==> src/rtl/disp_num_ctrl.sv <==
// Signed binary -> 8-digit display formatter (shift-add-3 BCD, blanking, sign, dp, overflow).
// Optional error blink enabled by defining DISP_BLINK_EN.
module disp_num_ctrl #(
  parameter int IN_W      = 28,
  parameter int BLINK_DIV = 6000000
) (
  input  logic            clk,
  input  logic            rst_n,
  input  logic            load,
  input  logic [IN_W-1:0] value,
  input  logic [3:0]      dp_pos,
  output logic            busy,
  output logic            done,
  output logic            err,
  output logic [3:0]      dat_1,
  output logic [3:0]      dat_2,
  output logic [3:0]      dat_3,
  output logic [3:0]      dat_4,
  output logic [3:0]      dat_5,
  output logic [3:0]      dat_6,
  output logic [3:0]      dat_7,
  output logic [3:0]      dat_8,
  output logic [7:0]      dat_en,
  output logic [7:0]      dot_en
);

  typedef enum logic [1:0] {IDLE, ABS, CONV, FMT} state_t;

  state_t          state, state_nxt;
  logic [IN_W-1:0] mag_q;
  logic [35:0]     bcd_q;
  logic [2:0]      dp_q;
  logic            sign_q;
  logic [4:0]      cnt_q;

  logic [7:0][3:0] dat_r;
  logic [7:0]      en_r;

  logic [35:0]     bcd_adj;
  logic [3:0]      sig, m, dp1;
  logic            neg, ovf;
  logic [7:0][3:0] f_dat;
  logic [7:0]      f_en, f_dot;

  always_comb begin
    state_nxt = state;
    case (state)
      IDLE:    if (load) state_nxt = ABS;
      ABS:     state_nxt = CONV;
      CONV:    if (cnt_q == 5'd1) state_nxt = FMT;
      FMT:     state_nxt = IDLE;
      default: state_nxt = IDLE;
    endcase
  end

  always_comb begin
    bcd_adj = bcd_q;
    for (int i = 0; i < 9; i++)
      if (bcd_q[4*i +: 4] >= 4'd5) bcd_adj[4*i +: 4] = bcd_q[4*i +: 4] + 4'd3;
  end

  // Formatting works off the finished BCD so outputs change in one cycle.
  always_comb begin
    sig = 4'd1;
    for (int i = 0; i < 9; i++)
      if (bcd_q[4*i +: 4] != 4'd0) sig = 4'(i + 1);
    dp1 = {1'b0, dp_q} + 4'd1;
    m   = (sig > dp1) ? sig : dp1;
    neg = sign_q && (bcd_q != 36'd0);
    ovf = neg ? (m >= 4'd8) : (m >= 4'd9);
    f_dot = (dp_q != 3'd0) ? (8'd1 << dp_q) : 8'h00;
    f_dat = '0;
    f_en  = '0;
    for (int i = 0; i < 8; i++) begin
      if (4'(i) < m) begin
        f_en[i]  = 1'b1;
        f_dat[i] = bcd_q[4*i +: 4];
      end else if (neg && (4'(i) == m)) begin
        f_en[i]  = 1'b1;
        f_dat[i] = 4'hA;
      end
    end
  end

  always_ff @(posedge clk or negedge rst_n) begin
    if (!rst_n) begin
      state  <= IDLE;
      mag_q  <= '0;
      bcd_q  <= '0;
      dp_q   <= '0;
      sign_q <= 1'b0;
      cnt_q  <= '0;
      busy   <= 1'b0;
      done   <= 1'b0;
      err    <= 1'b0;
      dat_r  <= '0;
      en_r   <= 8'h01;
      dot_en <= 8'h00;
    end else begin
      state <= state_nxt;
      done  <= 1'b0;
      case (state)
        IDLE: if (load) begin
          mag_q <= value;
          dp_q  <= (dp_pos > 4'd7) ? 3'd0 : dp_pos[2:0];
          busy  <= 1'b1;
        end
        ABS: begin
          sign_q <= mag_q[IN_W-1];
          mag_q  <= mag_q[IN_W-1] ? -mag_q : mag_q;
          bcd_q  <= '0;
          cnt_q  <= 5'(IN_W);
        end
        CONV: begin
          {bcd_q, mag_q} <= {bcd_adj[34:0], mag_q, 1'b0};
          cnt_q          <= cnt_q - 5'd1;
        end
        FMT: begin
          done <= 1'b1;
          busy <= 1'b0;
          if (ovf) begin
            err    <= 1'b1;
            dat_r  <= {28'd0, 4'hE};
            en_r   <= 8'h01;
            dot_en <= 8'h00;
          end else begin
            err    <= 1'b0;
            dat_r  <= f_dat;
            en_r   <= f_en;
            dot_en <= f_dot;
          end
        end
        default: ;
      endcase
    end
  end

  assign dat_8 = dat_r[0];
  assign dat_7 = dat_r[1];
  assign dat_6 = dat_r[2];
  assign dat_5 = dat_r[3];
  assign dat_4 = dat_r[4];
  assign dat_3 = dat_r[5];
  assign dat_2 = dat_r[6];
  assign dat_1 = dat_r[7];

`ifdef DISP_BLINK_EN
  localparam int BW = (BLINK_DIV > 1) ? $clog2(BLINK_DIV) : 1;
  logic [BW-1:0] blink_cnt;
  logic          blink_off;
  logic          err_rise;

  assign err_rise = (state == FMT) && ovf && !err;

  always_ff @(posedge clk or negedge rst_n) begin
    if (!rst_n) begin
      blink_cnt <= '0;
      blink_off <= 1'b0;
    end else if (err_rise || !err) begin
      blink_cnt <= '0;
      blink_off <= 1'b0;
    end else if (blink_cnt == BW'(BLINK_DIV - 1)) begin
      blink_cnt <= '0;
      blink_off <= ~blink_off;
    end else begin
      blink_cnt <= blink_cnt + 1'b1;
    end
  end

  assign dat_en = (err && blink_off) ? 8'h00 : en_r;
`else
  assign dat_en = en_r;
`endif

endmodule

==> config.mk <==
export PLATFORM = sky130hd
export DESIGN_NAME = disp_num_ctrl
export DESIGN_NICKNAME = d
export VERILOG_FILES = /design/src/rtl/disp_num_ctrl.sv
export SDC_FILE = /design/constraint.sdc
export NUM_CORES = 1
export LEC_CHECK = 0
export CAP_MARGIN = 10
export CORE_UTILIZATION = 30
export CTS_BUF_LIST = sky130_fd_sc_hd__clkbuf_2 sky130_fd_sc_hd__clkbuf_4 sky130_fd_sc_hd__clkbuf_8
export DETAILED_ROUTE_END_ITERATION = 6
export GPL_ROUTABILITY_DRIVEN = 0
export PLACE_DENSITY_LB_ADDON = 0.08
export SLEW_MARGIN = 40
export SYNTH_ARGS = -nofsm -noshare
export SYNTH_HDL_FRONTEND = slang
export SYNTH_SLANG_ARGS = --single-unit
==> constraint.sdc <==
create_clock -name clk -period 4 [get_ports clk]
set_input_delay 0.6 -clock clk [delete_from_list [all_inputs] [get_ports clk]]
set_output_delay 0.6 -clock clk [all_outputs]
set_load 0.05 [all_outputs]
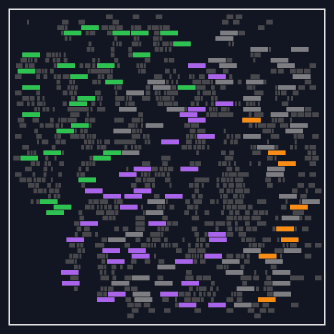
(run_1/ff_map.png)
Scale: 2 px per um.
green -> mag_q  # placed flops 28
purple -> bcd_q  # placed flops 36
orange -> dat_en  # placed flops 8

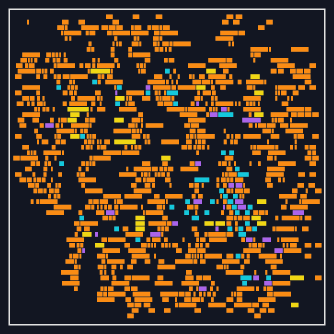
(run_1/sizing.png)
Scale: 2 px per um.
orange -> x1 and smaller  # cells 795, share 89%
purple -> x2  # cells 27, share 3.0%
yellow -> x6 and larger  # cells 26, share 2.9%
cyan -> x3 and x4  # cells 42, share 4.7%

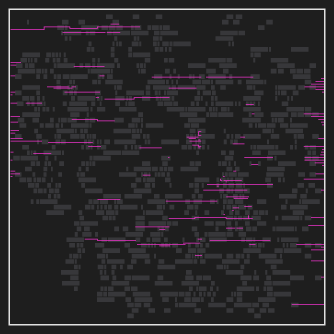
(run_1/m3.png)
Scale: 2 px per um. Cells faint in the background.
longest straight run = 32.7 um
main direction = horizontal
share of all routed wire = 4.2%

==> results.sh, run 1 <==
# implementation run metrics
export IMPL_yosys_area_share_simple_pct=17.3
export IMPL_fmax_mhz=265
export IMPL_top_layer="met4"
export IMPL_drt_total_wl_mm=21.4
export IMPL_placed_cells=1179
export IMPL_drt_iter0_drc=404
export IMPL_vias=6393
export IMPL_synth_flops=125
export IMPL_relSlewSlack_pct=56.4
export IMPL_grt_total_usage_pct=17.9
export IMPL_rows=56
export IMPL_final_max_slew_viol_count=0
export IMPL_wl_met1_mm=9.98
export IMPL_final_nets=951
export IMPL_ys_sh_aoi_pct=24.8
export IMPL_port_buffers=84
export IMPL_fin_setup_tns_ns=0
export IMPL_yosysCellCount=785
export IMPL_drcViolationCount=0
export IMPL_async_flop_share_pct=100
export IMPL_warnings=45
export IMPL_antenna_found_initial=0
export IMPL_worst_pin_slew_ns=0.654
export IMPL_drive_gt1_share_pct=10.7
export IMPL_crit_required_ns=4.38
export IMPL_dp_hpwl_mm=14.8
export IMPL_firstDrtPassIters=5
export IMPL_die_x_um=157
export IMPL_cts_inserted_buffers=17
export IMPL_ctsHoldBuffers=0
export IMPL_yosys_stat_seqShare_pct=43.4
export IMPL_syn_cell_area_um2=7210
export IMPL_ys_sh_adder_pct=6.42
export IMPL_lay_top_count="dfrtp_1"
export IMPL_worst_ep_arrival_time_ns=4.16
export IMPL_crit_path_top_delay_cell="or4_4"
export IMPL_wl_met2_mm=10.2
export IMPL_cts_tree="built"
export IMPL_cts_sinks=125
export IMPL_grt_pass1_vias=6409
export IMPL_grt_pass1_wl_mm=34.2
export IMPL_status="finished, final reports clean"
==> run 1: synth_stat cells (5+ instances only) <==
library cell  count  area [um^2]
a211oi_1         14          105
a221oi_1         10         87.6
o22ai_1          16          100
o21ai_0          84          420
mux2i_1           5         50.1
xnor2_1           9         78.8
dfrtp_1         124         3100
nand2_1          60          225
nor4_1           15         93.8
clkbuf_1         36          135
nor3b_1           6         45.0
o32ai_1           8         70.1
a22o_1           27          236
nor2_1           52          195
a21oi_1          34          170
xor2_1            6         52.6
nor3_1           23          115
nand3_1          17         85.1
ha_1             37          463
inv_1            50          188
nand2b_1         21          131
or3_1             9         56.3
and3_1           21          131
o2bb2ai_1        18          158
==> run 1: cell families (layout without fill, tap and decap cells) <==
kind of cell	after synthesis	count (layout)
AND/OR/NAND/NOR	244	244
buffers and inverters	94	199
flip-flops	125	125
AND-OR/OR-AND	261	261
XOR/XNOR	15	15
adder cells (fa/ha/maj)	37	37
other	1	1
multiplexers	8	8
==> run 1: worst paths after layout <==
| check | slack [ns] | to | cells past startpoint | startpoint |
|---|---|---|---|---|
| max reg2reg | 0.22 | dat_4[1] | 14 | bcd_q[4] |
| min in group clk | 0.49 | err | 2 | err |
| min reg2reg | 0.49 | err | 2 | err |
| max | 0.22 | dat_4[1] | 14 | bcd_q[4] |
| min | 0.15 | dat_en[7] | 1 | rst_n |
| max in group asynchronous | 3.06 | dat_en[0] | 2 | rst_n |
==> run 1: routing by layer <==
layer  track usage (%)  vias to the layer above
met5                 0                        -
met4              5.22                        0
met3              3.17                       26
met2              29.7                      162
met1              23.7                     3132
li1                  -                     3073
==> run 1: state kept, by name, indices dropped and copies added, names as in the netlist <==
name,cells
dat_en,8
dat_7,4
dot_en,7
cnt_q,5
dat_5,4
bcd_q,36
dat_1,4
dat_8,4
busy,1
mag_q,28
dat_4,4
sign_q,1
dat_3,4
state,2
done,1
dat_2,4
dat_6,4
dp_q,3
err,1
==> run 1: timing repair <==
| item | in CTS | in global routing |
|---|---|---|
| endpoints found under the setup margin | 4 | 34 |
| resized | 1 | 11 |
| endpoints found under the hold margin | 0 | 0 |
==> run 1: power breakdown <==
group,internal (W),total [W],leakage (nW),switching (W)
registers,0.00157,0.00187,1.66,0.000303
logic,0.00122,0.00362,1.96,0.00239
clock network,0.000623,0.00113,0.204,0.000510
total,0.00341,0.00662,3.82,0.00321
==> run 1: per-stage QoR <==
step / total power [W] / hold WS (ns) / instance area (um^2) / worst slack (ns)
6_report: 0.00662 / 0.148 / 9020 / 0.221
5_1_grt: 0.00711 / 0.180 / 9020 / 0.00482
4_1_cts: 0.00663 / 0.159 / 8970 / 0.0524
3_5_place_dp: 0.00547 / 0.474 / 8570 / 0.00560
3_3_place_gp: 0.00536 / 0.469 / 8540 / 0.102
2_1_floorplan: 0.00411 / 0.304 / 7210 / 0.238
==> run 1: layout make-up <==
cell class / instances / area [um^2] / share of cell area (%)
Clock buffer: 23 / 304 / 3.37
Clock inverter: 7 / 87.6 / 0.971
Inverter: 52 / 195 / 2.16
Multi-Input combinational cell: 566 / 3780 / 41.9
Sequential cell: 125 / 3130 / 34.7
Tap cell: 319 / 399 / 4.42
Timing Repair Buffer: 117 / 1120 / 12.4
## Run 2: what changed since run 1
Settings changed: CTS_BUF_LIST sky130_fd_sc_hd__clkbuf_2 sky130_fd_sc_hd__clkbuf_4 sky130_fd_sc_hd__clkbuf_8 to sky130_fd_sc_hd__clkbuf_16.
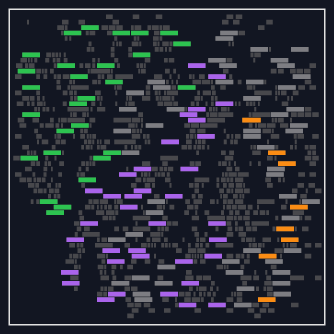
(run_2/ff_map.png)
Scale: 2 px per um.
orange -> dat_en  # placed flops 8
green -> mag_q  # placed flops 28
purple -> bcd_q  # placed flops 36
not colored = 53

==> run 2 against run 1 <==
  * Count of clock-buffer cells in the layout is 6 lower
  * Synthesized cell count stayed put
  * Clock power is 28% higher
  * Via count is 0.34% lower
  * Sequential share of layout area is 0.54 points lower
  * First-iteration DRC count is 7.4% higher
  * Critical path type unchanged
  * Highest routed layer unchanged
==> results.sh, run 2 <==
# implementation run metrics
export IMPL_status="finished, final reports clean"
export IMPL_crit_required_ns=4.30
export IMPL_warnings=45
export IMPL_cts_inserted_buffers=17
export IMPL_synth_distinct_cells=68
export IMPL_final_antenna_net_count=0
export IMPL_final_nets=951
export IMPL_syn_inst=785
export IMPL_drcViolationCount=0
export IMPL_synthTopCellsByCount="124 x dfrtp_1, 84 x o21ai_0, 60 x nand2_1, 52 x nor2_1, 50 x inv_1"
export IMPL_leakage_nw=3.89
export IMPL_largest_register="bcd_q"
export IMPL_relSlewSlack_pct=55.1
export IMPL_slowest_delay_ns=0.51
export IMPL_fp_utilization_pct=30.6
export IMPL_dp_hpwl_mm=14.8
export IMPL_final_max_slew_viol_count=0
export IMPL_grt_total_usage_pct=18.0
export IMPL_topCellsByArea="dfrtp_1 43%, ha_1 6.4%, o21ai_0 5.8%, a22o_1 3.3%, nand2_1 3.1%"
export IMPL_power_w=0.00694
export IMPL_async_flop_share_pct=100
export IMPL_critPathMostFrequentCell="inv_1"
export IMPL_finalSetupViolations=0
export IMPL_seq_area_um2=3130
export IMPL_port_buffers=84
export IMPL_ff2ff_setup_slack_ns=0.22
export IMPL_synth_flops=125
export IMPL_cts_tree="built"
export IMPL_drv_cap=0
export IMPL_startpoint_type="register"
export IMPL_met2_usage_pct=29.8
export IMPL_finalCritPeriodShare_pct=94.5
export IMPL_firstDrtPassIters=4
export IMPL_grt_use_met1_pct=23.9
export IMPL_yosysWarnings=0
export IMPL_drt_iter0_drc=434
export IMPL_worst_pin_slew_ns=0.674
export IMPL_combGateArea_um2=3780
export IMPL_finalCriticalPeriod_ns=3.78
export IMPL_grt_pass1_wl_mm=34.3
export IMPL_syn_cell_area_um2=7210
export IMPL_largest_reg_flops=36
export IMPL_ctsHoldBuffers=0
export IMPL_largest_area_cell="dfrtp_1"
export IMPL_syn_nets=857
export IMPL_cts_sinks=125
export IMPL_antenna_found_initial=0
export IMPL_top_cell_area_share_pct=43.0
export IMPL_grt_pass1_vias=6425
export IMPL_grt_busiest_layer="met2"
export IMPL_yosys_stat_seqShare_pct=43.4
export IMPL_die_x_um=157
export IMPL_die_h_um=157
export IMPL_fin_setup_tns_ns=0
export IMPL_rows=56
export IMPL_crit_path_top_delay_cell="or3b_2"
export IMPL_ff_type="dfrtp_1"
export IMPL_peakVddDrop_mv=0.484
export IMPL_critPathKind="reg -> reg"
export IMPL_ys_area_um2=7210
export IMPL_rsz0062_at_grt="no"
export IMPL_drive_gt1_share_pct=10.0
export IMPL_placed_cells=1179
export IMPL_drt_total_wl_mm=21.4
export IMPL_fmax_mhz=265
export IMPL_fillCellCount=2378
export IMPL_worst_ep_arrival_time_ns=4.08
export IMPL_yosysCellCount=785
export IMPL_top_cell="dfrtp_1"
export IMPL_finalHoldWorstSlack_ns=0.181
export IMPL_hp_class="in -> async"
export IMPL_vias=6371
export IMPL_cts_setup_buffers=0
export IMPL_lay_top_count="dfrtp_1"
export IMPL_gr_usage_met3_pct=3.41
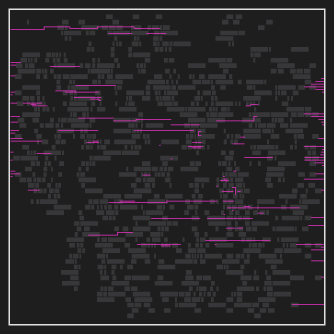
(run_2/m3.png)
Scale: 2 px per um. Cells faint in the background.
nets with wire on the layer = 85
main direction = horizontal
share of all routed wire = 4.2%
longest straight run = 35.9 um

[run 2: cell counts after synthesis]
Identical to the previous run, type by type.
[run 2: area by class of cell]
class / instances / share of cell area (%)
Multi-Input combinational cell: 566 / 41.3
Sequential cell: 125 / 34.1
Timing Repair Buffer: 117 / 12.2
Clock buffer: 17 / 4.64
Tap cell: 319 / 4.35
Inverter: 52 / 2.13
Clock inverter: 13 / 1.20
[run 2: worst register-to-register path, stage by stage (launching register included)]
cell,delay (ns)
dfrtp_1,0.42
inv_1,0.12
ha_1,0.23
or3b_2,0.51
o211ai_1,0.23
a21o_1,0.22
inv_1,0.06
ha_1,0.28
inv_1,0.07
o21ai_4,0.22
and2_4,0.22
a31oi_2,0.12
o32a_1,0.40
buf_4,0.23
o41ai_1,0.35
[run 2: worst paths after layout]
path | cells past startpoint | startpoint | endpoint
max in group asynchronous | 2 | rst_n | dat_en[0]
min in group clk | 2 | dat_5[3] | dat_5[3]
worst min register to register | 2 | dat_5[3] | dat_5[3]
worst max register to register | 14 | bcd_q[4] | dat_5[3]
worst min-delay path | 1 | rst_n | dat_en[7]
worst max-delay path | 14 | bcd_q[4] | dat_5[3]
[run 2: cell families (layout without fill, tap and decap cells)]
kind of cell    count (synthesis)  after routing  share of synthesized area, %
xor+xnor                       15             15                          1.82
fa+ha+maj                      37             37                          6.42
other cells                     1              1                        0.0520
compound gates                261            261                          24.8
mux                             8              8                          1.16
flops                         125            125                          43.4
buf+inv                        94            199                          5.08
simple gates                  244            244                          17.3
[run 2: routing by layer]
layer	wire, um	vias up
met5	0	-
li1	-	3075
met4	253	0
met1	10100	3117
met3	886	22
met2	10200	157
[run 2: through the flow]
stage               util [%]  cell area, um^2  setup slack (ns)
floorplan                  -             7210             0.238
global placement        36.3             8540             0.102
detailed placement      36.4             8570           0.00560
CTS                     38.7             9110            0.0530
global route            38.9             9170            0.0109
finish                  38.9             9170             0.220
[run 2: what timing repair did]
item,in CTS,in global routing
endpoints found under the setup margin,4,34
resized,1,11
pin swaps,0,0
[run 2: power breakdown]
group          internal (W)  switching (W)
Sequential          0.00157       0.000301
Combinational       0.00122        0.00240
Clock              0.000890       0.000557
Power figures rest on the tool's default switching activity, not on a simulated workload.
